### src/rtl/param_cache_if.sv
// ---------------------------------------------------------------------------
// param_cache_if -- request / response / backing-memory bundle for param_cache
//
// Signals
//   req_valid, req_wr, req_addr, req_wdata : CPU request (req_ready back-pressure)
//   rsp_valid, rsp_rdata, rsp_miss         : one-cycle completion report
//   mem_req, mem_wr, mem_addr, mem_wdata   : backing-memory request
//   mem_ack, mem_rdata                     : backing-memory completion
//
// Modports
//   slave  : the cache's view (consumes requests, drives the memory bus)
//   master : the environment's view (CPU + memory model)
// ---------------------------------------------------------------------------
interface param_cache_if #(
  parameter int DATA_W = 32,
  parameter int ADDR_W = 32
);
  logic              req_valid;
  logic              req_ready;
  logic              req_wr;
  logic [ADDR_W-1:0] req_addr;
  logic [DATA_W-1:0] req_wdata;

  logic              rsp_valid;
  logic [DATA_W-1:0] rsp_rdata;
  logic              rsp_miss;

  logic              mem_req;
  logic              mem_wr;
  logic [ADDR_W-1:0] mem_addr;
  logic [DATA_W-1:0] mem_wdata;
  logic              mem_ack;
  logic [DATA_W-1:0] mem_rdata;

  modport slave (
    input  req_valid, req_wr, req_addr, req_wdata, mem_ack, mem_rdata,
    output req_ready, rsp_valid, rsp_rdata, rsp_miss,
           mem_req, mem_wr, mem_addr, mem_wdata
  );

  modport master (
    output req_valid, req_wr, req_addr, req_wdata, mem_ack, mem_rdata,
    input  req_ready, rsp_valid, rsp_rdata, rsp_miss,
           mem_req, mem_wr, mem_addr, mem_wdata
  );
endinterface

### src/rtl/param_cache.sv
// ---------------------------------------------------------------------------
// param_cache -- direct-mapped, write-through, no-write-allocate cache
//
// One request is in flight at a time. A request is accepted in IDLE, the
// tags are checked in a single LOOKUP cycle, and read misses and all writes
// go to the backing memory in MEM until mem_ack.
//
// Ports
//   clk      : clock, rising edge
//   rst_n    : asynchronous active-low reset
//   flush    : invalidate all lines (only honoured in IDLE)
//   bus      : param_cache_if.slave (request, response, memory bus)
//   hit_cnt  : saturating hit counter   (PARAM_CACHE_STATS_EN only, else 0)
//   miss_cnt : saturating miss counter  (PARAM_CACHE_STATS_EN only, else 0)
//
// Configuration
//   PARAM_CACHE_STATS_EN : define to build the hit/miss statistics counters.
// ---------------------------------------------------------------------------
module param_cache #(
  parameter int DATA_W = 32,
  parameter int ADDR_W = 32,
  parameter int LINES  = 4,
  parameter int CNT_W  = 16
) (
  input  logic             clk,
  input  logic             rst_n,
  input  logic             flush,
  param_cache_if.slave     bus,
  output logic [CNT_W-1:0] hit_cnt,
  output logic [CNT_W-1:0] miss_cnt
);

  localparam int IDX_W = $clog2(LINES);
  localparam int TAG_W = ADDR_W - IDX_W;

  typedef enum logic [1:0] {IDLE, LOOKUP, MEM} state_t;

  state_t            state, state_next;
  logic              wr_q;
  logic [ADDR_W-1:0] addr_q;
  logic [DATA_W-1:0] wdata_q;

  logic [LINES-1:0]  valid;
  logic [TAG_W-1:0]  tag_array  [LINES];
  logic [DATA_W-1:0] data_array [LINES];

  logic [IDX_W-1:0]  idx;
  logic [TAG_W-1:0]  tag;
  logic              hit;

  logic              accept;
  logic              do_flush;
  logic              rd_hit_done;
  logic              go_mem;
  logic              mem_done;
  logic              done;
  logic              done_miss;

  // The arrays only change on mem_done or flush, so the lookup result stays
  // valid for the whole MEM phase and can be reused on the ack edge.
  assign idx = addr_q[IDX_W-1:0];
  assign tag = addr_q[ADDR_W-1:IDX_W];
  assign hit = valid[idx] && (tag_array[idx] == tag);

  // Next-state and per-cycle control decode.
  always_comb begin
    state_next    = state;
    bus.req_ready = 1'b0;
    accept        = 1'b0;
    do_flush      = 1'b0;
    rd_hit_done   = 1'b0;
    go_mem        = 1'b0;
    mem_done      = 1'b0;
    case (state)
      IDLE: begin
        bus.req_ready = !flush;
        if (flush) begin
          do_flush = 1'b1;
        end else if (bus.req_valid) begin
          accept     = 1'b1;
          state_next = LOOKUP;
        end
      end
      LOOKUP: begin
        if (!wr_q && hit) begin
          rd_hit_done = 1'b1;
          state_next  = IDLE;
        end else begin
          go_mem     = 1'b1;
          state_next = MEM;
        end
      end
      MEM: begin
        // mem_req is high for the whole of MEM, so an ack here is a real one.
        if (bus.mem_ack) begin
          mem_done   = 1'b1;
          state_next = IDLE;
        end
      end
      default: state_next = IDLE;
    endcase
  end

  assign done      = rd_hit_done || mem_done;
  assign done_miss = mem_done && (!wr_q || !hit);

  always_ff @(posedge clk or negedge rst_n) begin
    if (!rst_n) state <= IDLE;
    else        state <= state_next;
  end

  // Request capture, response and memory-bus registers, valid bits.
  always_ff @(posedge clk or negedge rst_n) begin
    if (!rst_n) begin
      wr_q          <= 1'b0;
      addr_q        <= '0;
      wdata_q       <= '0;
      valid         <= '0;
      bus.rsp_valid <= 1'b0;
      bus.rsp_rdata <= '0;
      bus.rsp_miss  <= 1'b0;
      bus.mem_req   <= 1'b0;
      bus.mem_wr    <= 1'b0;
      bus.mem_addr  <= '0;
      bus.mem_wdata <= '0;
    end else begin
      if (accept) begin
        wr_q    <= bus.req_wr;
        addr_q  <= bus.req_addr;
        wdata_q <= bus.req_wdata;
      end

      if (do_flush)
        valid <= '0;
      else if (mem_done && !wr_q)
        valid[idx] <= 1'b1;

      bus.rsp_valid <= done;
      if (done)
        bus.rsp_miss <= done_miss;
      // Writes leave rsp_rdata at whatever the last read returned.
      if (rd_hit_done)
        bus.rsp_rdata <= data_array[idx];
      else if (mem_done && !wr_q)
        bus.rsp_rdata <= bus.mem_rdata;

      if (go_mem) begin
        bus.mem_req   <= 1'b1;
        bus.mem_wr    <= wr_q;
        bus.mem_addr  <= addr_q;
        bus.mem_wdata <= wdata_q;
      end else if (mem_done) begin
        bus.mem_req <= 1'b0;
      end
    end
  end

  // Tag/data storage is not reset; the valid bits make stale contents harmless.
  always_ff @(posedge clk) begin
    if (mem_done && !wr_q) begin
      tag_array[idx]  <= tag;
      data_array[idx] <= bus.mem_rdata;
    end else if (mem_done && wr_q && hit) begin
      data_array[idx] <= wdata_q;
    end
  end

`ifdef PARAM_CACHE_STATS_EN
  // Counters step on the same edge that raises rsp_valid and stick at all-ones.
  always_ff @(posedge clk or negedge rst_n) begin
    if (!rst_n) begin
      hit_cnt  <= '0;
      miss_cnt <= '0;
    end else if (done) begin
      if (done_miss) begin
        if (miss_cnt != {CNT_W{1'b1}})
          miss_cnt <= miss_cnt + CNT_W'(1);
      end else begin
        if (hit_cnt != {CNT_W{1'b1}})
          hit_cnt <= hit_cnt + CNT_W'(1);
      end
    end
  end
`else
  assign hit_cnt  = '0;
  assign miss_cnt = '0;
`endif

endmodule

### src/flat_wrapper.sv
// flat-port wrapper written by rule: the top's interface ports become plain ports
module param_cache_flat 
#(
  parameter int DATA_W = 32,
  parameter int ADDR_W = 32,
  parameter int LINES  = 4,
  parameter int CNT_W  = 16
)
  (clk, rst_n, flush, hit_cnt, miss_cnt, bus_req_valid, bus_req_wr, bus_req_addr, bus_req_wdata, bus_mem_ack, bus_mem_rdata, bus_req_ready, bus_rsp_valid, bus_rsp_rdata, bus_rsp_miss, bus_mem_req, bus_mem_wr, bus_mem_addr, bus_mem_wdata);
  param_cache_if #(.DATA_W(DATA_W), .ADDR_W(ADDR_W)) bus_i ();
  input  logic clk;
  input  logic rst_n;
  input  logic flush;
  output logic [CNT_W-1:0] hit_cnt;
  output logic [CNT_W-1:0] miss_cnt;
  input wire logic [$bits(bus_i.req_valid)-1:0] bus_req_valid;
  input wire logic [$bits(bus_i.req_wr)-1:0] bus_req_wr;
  input wire logic [$bits(bus_i.req_addr)-1:0] bus_req_addr;
  input wire logic [$bits(bus_i.req_wdata)-1:0] bus_req_wdata;
  input wire logic [$bits(bus_i.mem_ack)-1:0] bus_mem_ack;
  input wire logic [$bits(bus_i.mem_rdata)-1:0] bus_mem_rdata;
  output wire logic [$bits(bus_i.req_ready)-1:0] bus_req_ready;
  output wire logic [$bits(bus_i.rsp_valid)-1:0] bus_rsp_valid;
  output wire logic [$bits(bus_i.rsp_rdata)-1:0] bus_rsp_rdata;
  output wire logic [$bits(bus_i.rsp_miss)-1:0] bus_rsp_miss;
  output wire logic [$bits(bus_i.mem_req)-1:0] bus_mem_req;
  output wire logic [$bits(bus_i.mem_wr)-1:0] bus_mem_wr;
  output wire logic [$bits(bus_i.mem_addr)-1:0] bus_mem_addr;
  output wire logic [$bits(bus_i.mem_wdata)-1:0] bus_mem_wdata;
  assign bus_i.req_valid = bus_req_valid;
  assign bus_i.req_wr = bus_req_wr;
  assign bus_i.req_addr = bus_req_addr;
  assign bus_i.req_wdata = bus_req_wdata;
  assign bus_i.mem_ack = bus_mem_ack;
  assign bus_i.mem_rdata = bus_mem_rdata;
  assign bus_req_ready = bus_i.req_ready;
  assign bus_rsp_valid = bus_i.rsp_valid;
  assign bus_rsp_rdata = bus_i.rsp_rdata;
  assign bus_rsp_miss = bus_i.rsp_miss;
  assign bus_mem_req = bus_i.mem_req;
  assign bus_mem_wr = bus_i.mem_wr;
  assign bus_mem_addr = bus_i.mem_addr;
  assign bus_mem_wdata = bus_i.mem_wdata;
  param_cache #(.DATA_W(DATA_W), .ADDR_W(ADDR_W), .LINES(LINES), .CNT_W(CNT_W)) u_core (.clk(clk), .rst_n(rst_n), .flush(flush), .bus(bus_i), .hit_cnt(hit_cnt), .miss_cnt(miss_cnt));
endmodule
### config.mk
export PLATFORM = sky130hd
export DESIGN_NAME = param_cache_flat
export DESIGN_NICKNAME = d
export VERILOG_FILES = /design/src/rtl/param_cache_if.sv /design/src/rtl/param_cache.sv /design/src/flat_wrapper.sv
export SDC_FILE = /design/constraint.sdc
export NUM_CORES = 1
export LEC_CHECK = 0
export ABC_AREA = 1
export CORE_MARGIN = 8
export CORE_UTILIZATION = 51
export DETAILED_ROUTE_END_ITERATION = 10
export PLACE_DENSITY_LB_ADDON = 0.08
export SLEW_MARGIN = 20
export SYNTH_ARGS = -nofsm -noshare
export SYNTH_HDL_FRONTEND = slang
export SYNTH_SLANG_ARGS = --single-unit
### constraint.sdc
create_clock -name clk -period 8.96 [get_ports clk]
set_clock_uncertainty 0.15 [all_clocks]
set_input_delay 1.344 -clock clk [delete_from_list [all_inputs] [get_ports clk]]
set_output_delay 1.344 -clock clk [all_outputs]
set_load 0.01 [all_outputs]
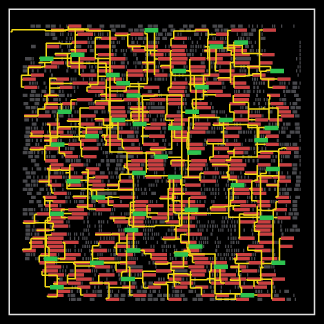
*Routed clock nets over the placement*
Drawn at 1.5 px/µm.
- clock wires: yellow (length 4,740 µm)
- clock drivers: green (count 44)
- flip-flops: red (count 419)
- routed clock nets: 45
- flops lie: spread over the die

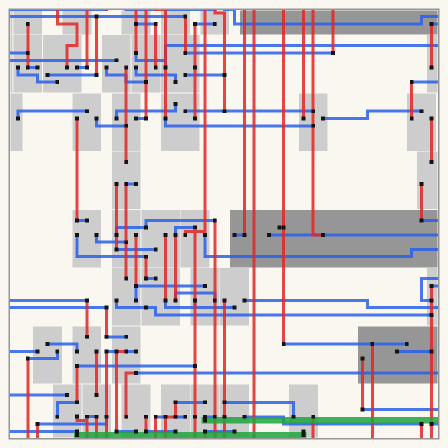
*A small window of the routed layout*
Window x 142 to 162, y 41 to 61 µm. Cells in grey, sequential cells in the stronger grey; small squares are vias.
- metal 2: red
- metal 1: blue
- metal 3: green
- netlist names of flops here include: `u_core.tag_array` (1)
- cells with their middle in the window: 31
- sequential cells in the window: 1
- most frequent: nand2_1 (23), nand3_1 (5), nor2_1 (2)

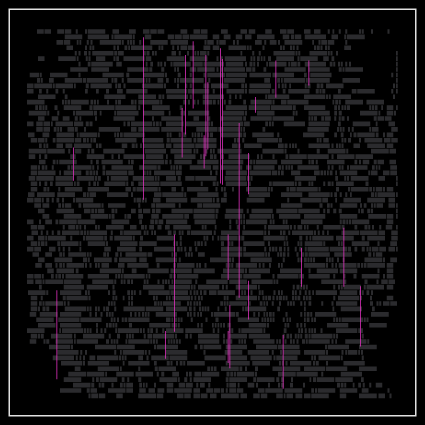
*Signal wires on met4*
Drawn at 2 px/µm.
- nets with wire on the layer: 14
- wire length on this layer: 869 µm
- main direction: vertical
- longest straight run: 87.0 µm
- share of all routed wire: 1.9%

==> flow_metrics.env <==
# physical design summary
export IMPL_sh_comb_area_pct=23.5
export IMPL_drive_gt1_share_pct=5.75
export IMPL_fp_dieW_um=202
export IMPL_p_leak_uw=0.00915
export IMPL_r2r_start="u_core.addr_q[1]"
export IMPL_grt_max_degree=98
export IMPL_ff_type="edfxtp_1"
export IMPL_drt_iter0_markers=921
export IMPL_die_h_um=202
export IMPL_total_power_uw=5880
export IMPL_logic_family="simple AND/OR/NAND/NOR gates"
export IMPL_worst_slack_ns=3.73
export IMPL_clk_latency_ns=0.54
export IMPL_inverters=115
export IMPL_internal_power_uw=4120
export IMPL_clkbuf_count=60
export IMPL_post_route_min_period_ns=5.23
export IMPL_cp_max_fo=75
export IMPL_r2r_slack_ns=3.73
export IMPL_power_group_top="registers"
export IMPL_grt_usage_pct=22.1
export IMPL_ys_async_sr_fraction_pct=40.8
export IMPL_max_freq_mhz=191
export IMPL_routedWlPerCell_um=18.6
export IMPL_status="complete, no violations"
export IMPL_grt_use_met2_pct=35.0
export IMPL_avgSynthCellArea_um2=9.82
export IMPL_whs_path_depth=2
export IMPL_wl_met2_um=21100
export IMPL_maxUsedRoutingLayer="met4"
export IMPL_preCtsSetupSlack_ns=3.75
export IMPL_ys_cells=1807
export IMPL_min_to="u_core.bus.rsp_rdata[19]"
export IMPL_synth_largest_area_cell="edfxtp_1"
export IMPL_adder_share_pct=0
export IMPL_layout_cells_most_common="nand2_1"
export IMPL_use_met3_pct=5.08
export IMPL_xor_share_pct=0
export IMPL_dp_cells=2388
export IMPL_drt_pass1_iterations=5
export IMPL_mostFrequentLayoutCells="nand2_1 (760), edfxtp_1 (248), clkdlybuf4s50_1 (201), dfrtp_1 (169), nand3_1 (142)"
export IMPL_simple_gate_share_pct=21.3
export IMPL_hold_path_class="flop to flop"
export IMPL_rr_endpoint="u_core.bus.mem_wdata[6]"
export IMPL_ys_chip_area_mm2=0.0177
export IMPL_ff_latch_area_mm2=0.0117
export IMPL_fillers=2831
export IMPL_num_nonclk_buffers=221
export IMPL_gp_congestion=0.785
export IMPL_power_frac_comb_pct=24.6
export IMPL_antenna_found_initial=0
export IMPL_ys_ff=419
export IMPL_clkCellAreaFrac_pct=6.90
export IMPL_arrival_ns=5.53
export IMPL_p_switching_uw=1760
export IMPL_required_ns=9.27
export IMPL_vdd_drop_max_v=0.000128
export IMPL_chipArea_mm2=0.0410
export IMPL_setup_tns_ns=0
export IMPL_core_mm2=0.0344
export IMPL_top_cell="nand2_1"
export IMPL_post_cts_buffers=0
export IMPL_startpoint_type="flop"
export IMPL_synthTopCellsByArea="edfxtp_1 (42%), dfrtp_1 (24%), nand2_1 (16%)"
export IMPL_postCtsHoldBufs=0
export IMPL_num_multi_input_gates=1181
export IMPL_grt_first_pass_wirelength_um=72800
export IMPL_cts_root_buf="clkbuf_16"
export IMPL_finalCritPeriodShare_pct=58.3
export IMPL_slew_limit_headroom_pct=29.8
export IMPL_dp_hpwl_um=28600
export IMPL_yosysWarnings=0
export IMPL_warning_count=26
## how the worst max path moves through the flow
| stage | start | endpoint | slack, ns | cells after the start |
|---|---|---|---|---|
| after floorplan | bus_mem_ack | u_core.data_array[0][0] | 4.70 | 8 |
| after global placement | u_core.addr_q[0] | u_core.bus.mem_addr[17] | 3.83 | 15 |
| after detailed placement | u_core.addr_q[1] | u_core.bus.mem_addr[12] | 3.75 | 15 |
| after CTS | u_core.addr_q[1] | u_core.bus.mem_wdata[6] | 3.70 | 16 |
| after global routing | u_core.addr_q[1] | u_core.bus.mem_addr[22] | 3.19 | 15 |
| final | u_core.addr_q[1] | u_core.bus.mem_wdata[6] | 3.73 | 16 |
## through the flow
step | instance area, µm² | hold slack, ns
after floorplan | 17900 | 0.317
after global placement | 19900 | 0.312
after detailed placement | 19900 | 0.318
after CTS | 21400 | 0.335
after global routing | 21500 | 0.360
final | 21500 | 0.330
## state kept, by name, summed over array words and instances, names as in the netlist
register,cells
u_core.data_array,128
u_core.bus.rsp_miss,1
u_core.bus.mem_req,1
u_core.state,2
u_core.wr_q,1
u_core.bus.mem_wr,1
u_core.valid,4
u_core.bus.mem_addr,32
u_core.tag_array,120
u_core.bus.rsp_rdata,32
u_core.bus.mem_wdata,32
u_core.addr_q,32
u_core.wdata_q,32
u_core.bus.rsp_valid,1
## critical path, cell delays in order, from the launching register on
cell	delay [ns]
dfrtp_2	0.35
buf_4	0.67
inv_2	0.53
nand2_1	0.27
nand2_1	0.10
nand2_1	0.06
nand2_1	0.05
nor2_1	0.10
nand2_1	0.07
nor2_1	0.09
nand2_1	0.14
nor2_4	0.76
nand2_1	0.24
nand2_4	0.68
buf_4	0.58
nand2_1	0.09
o21ai_1	0.10
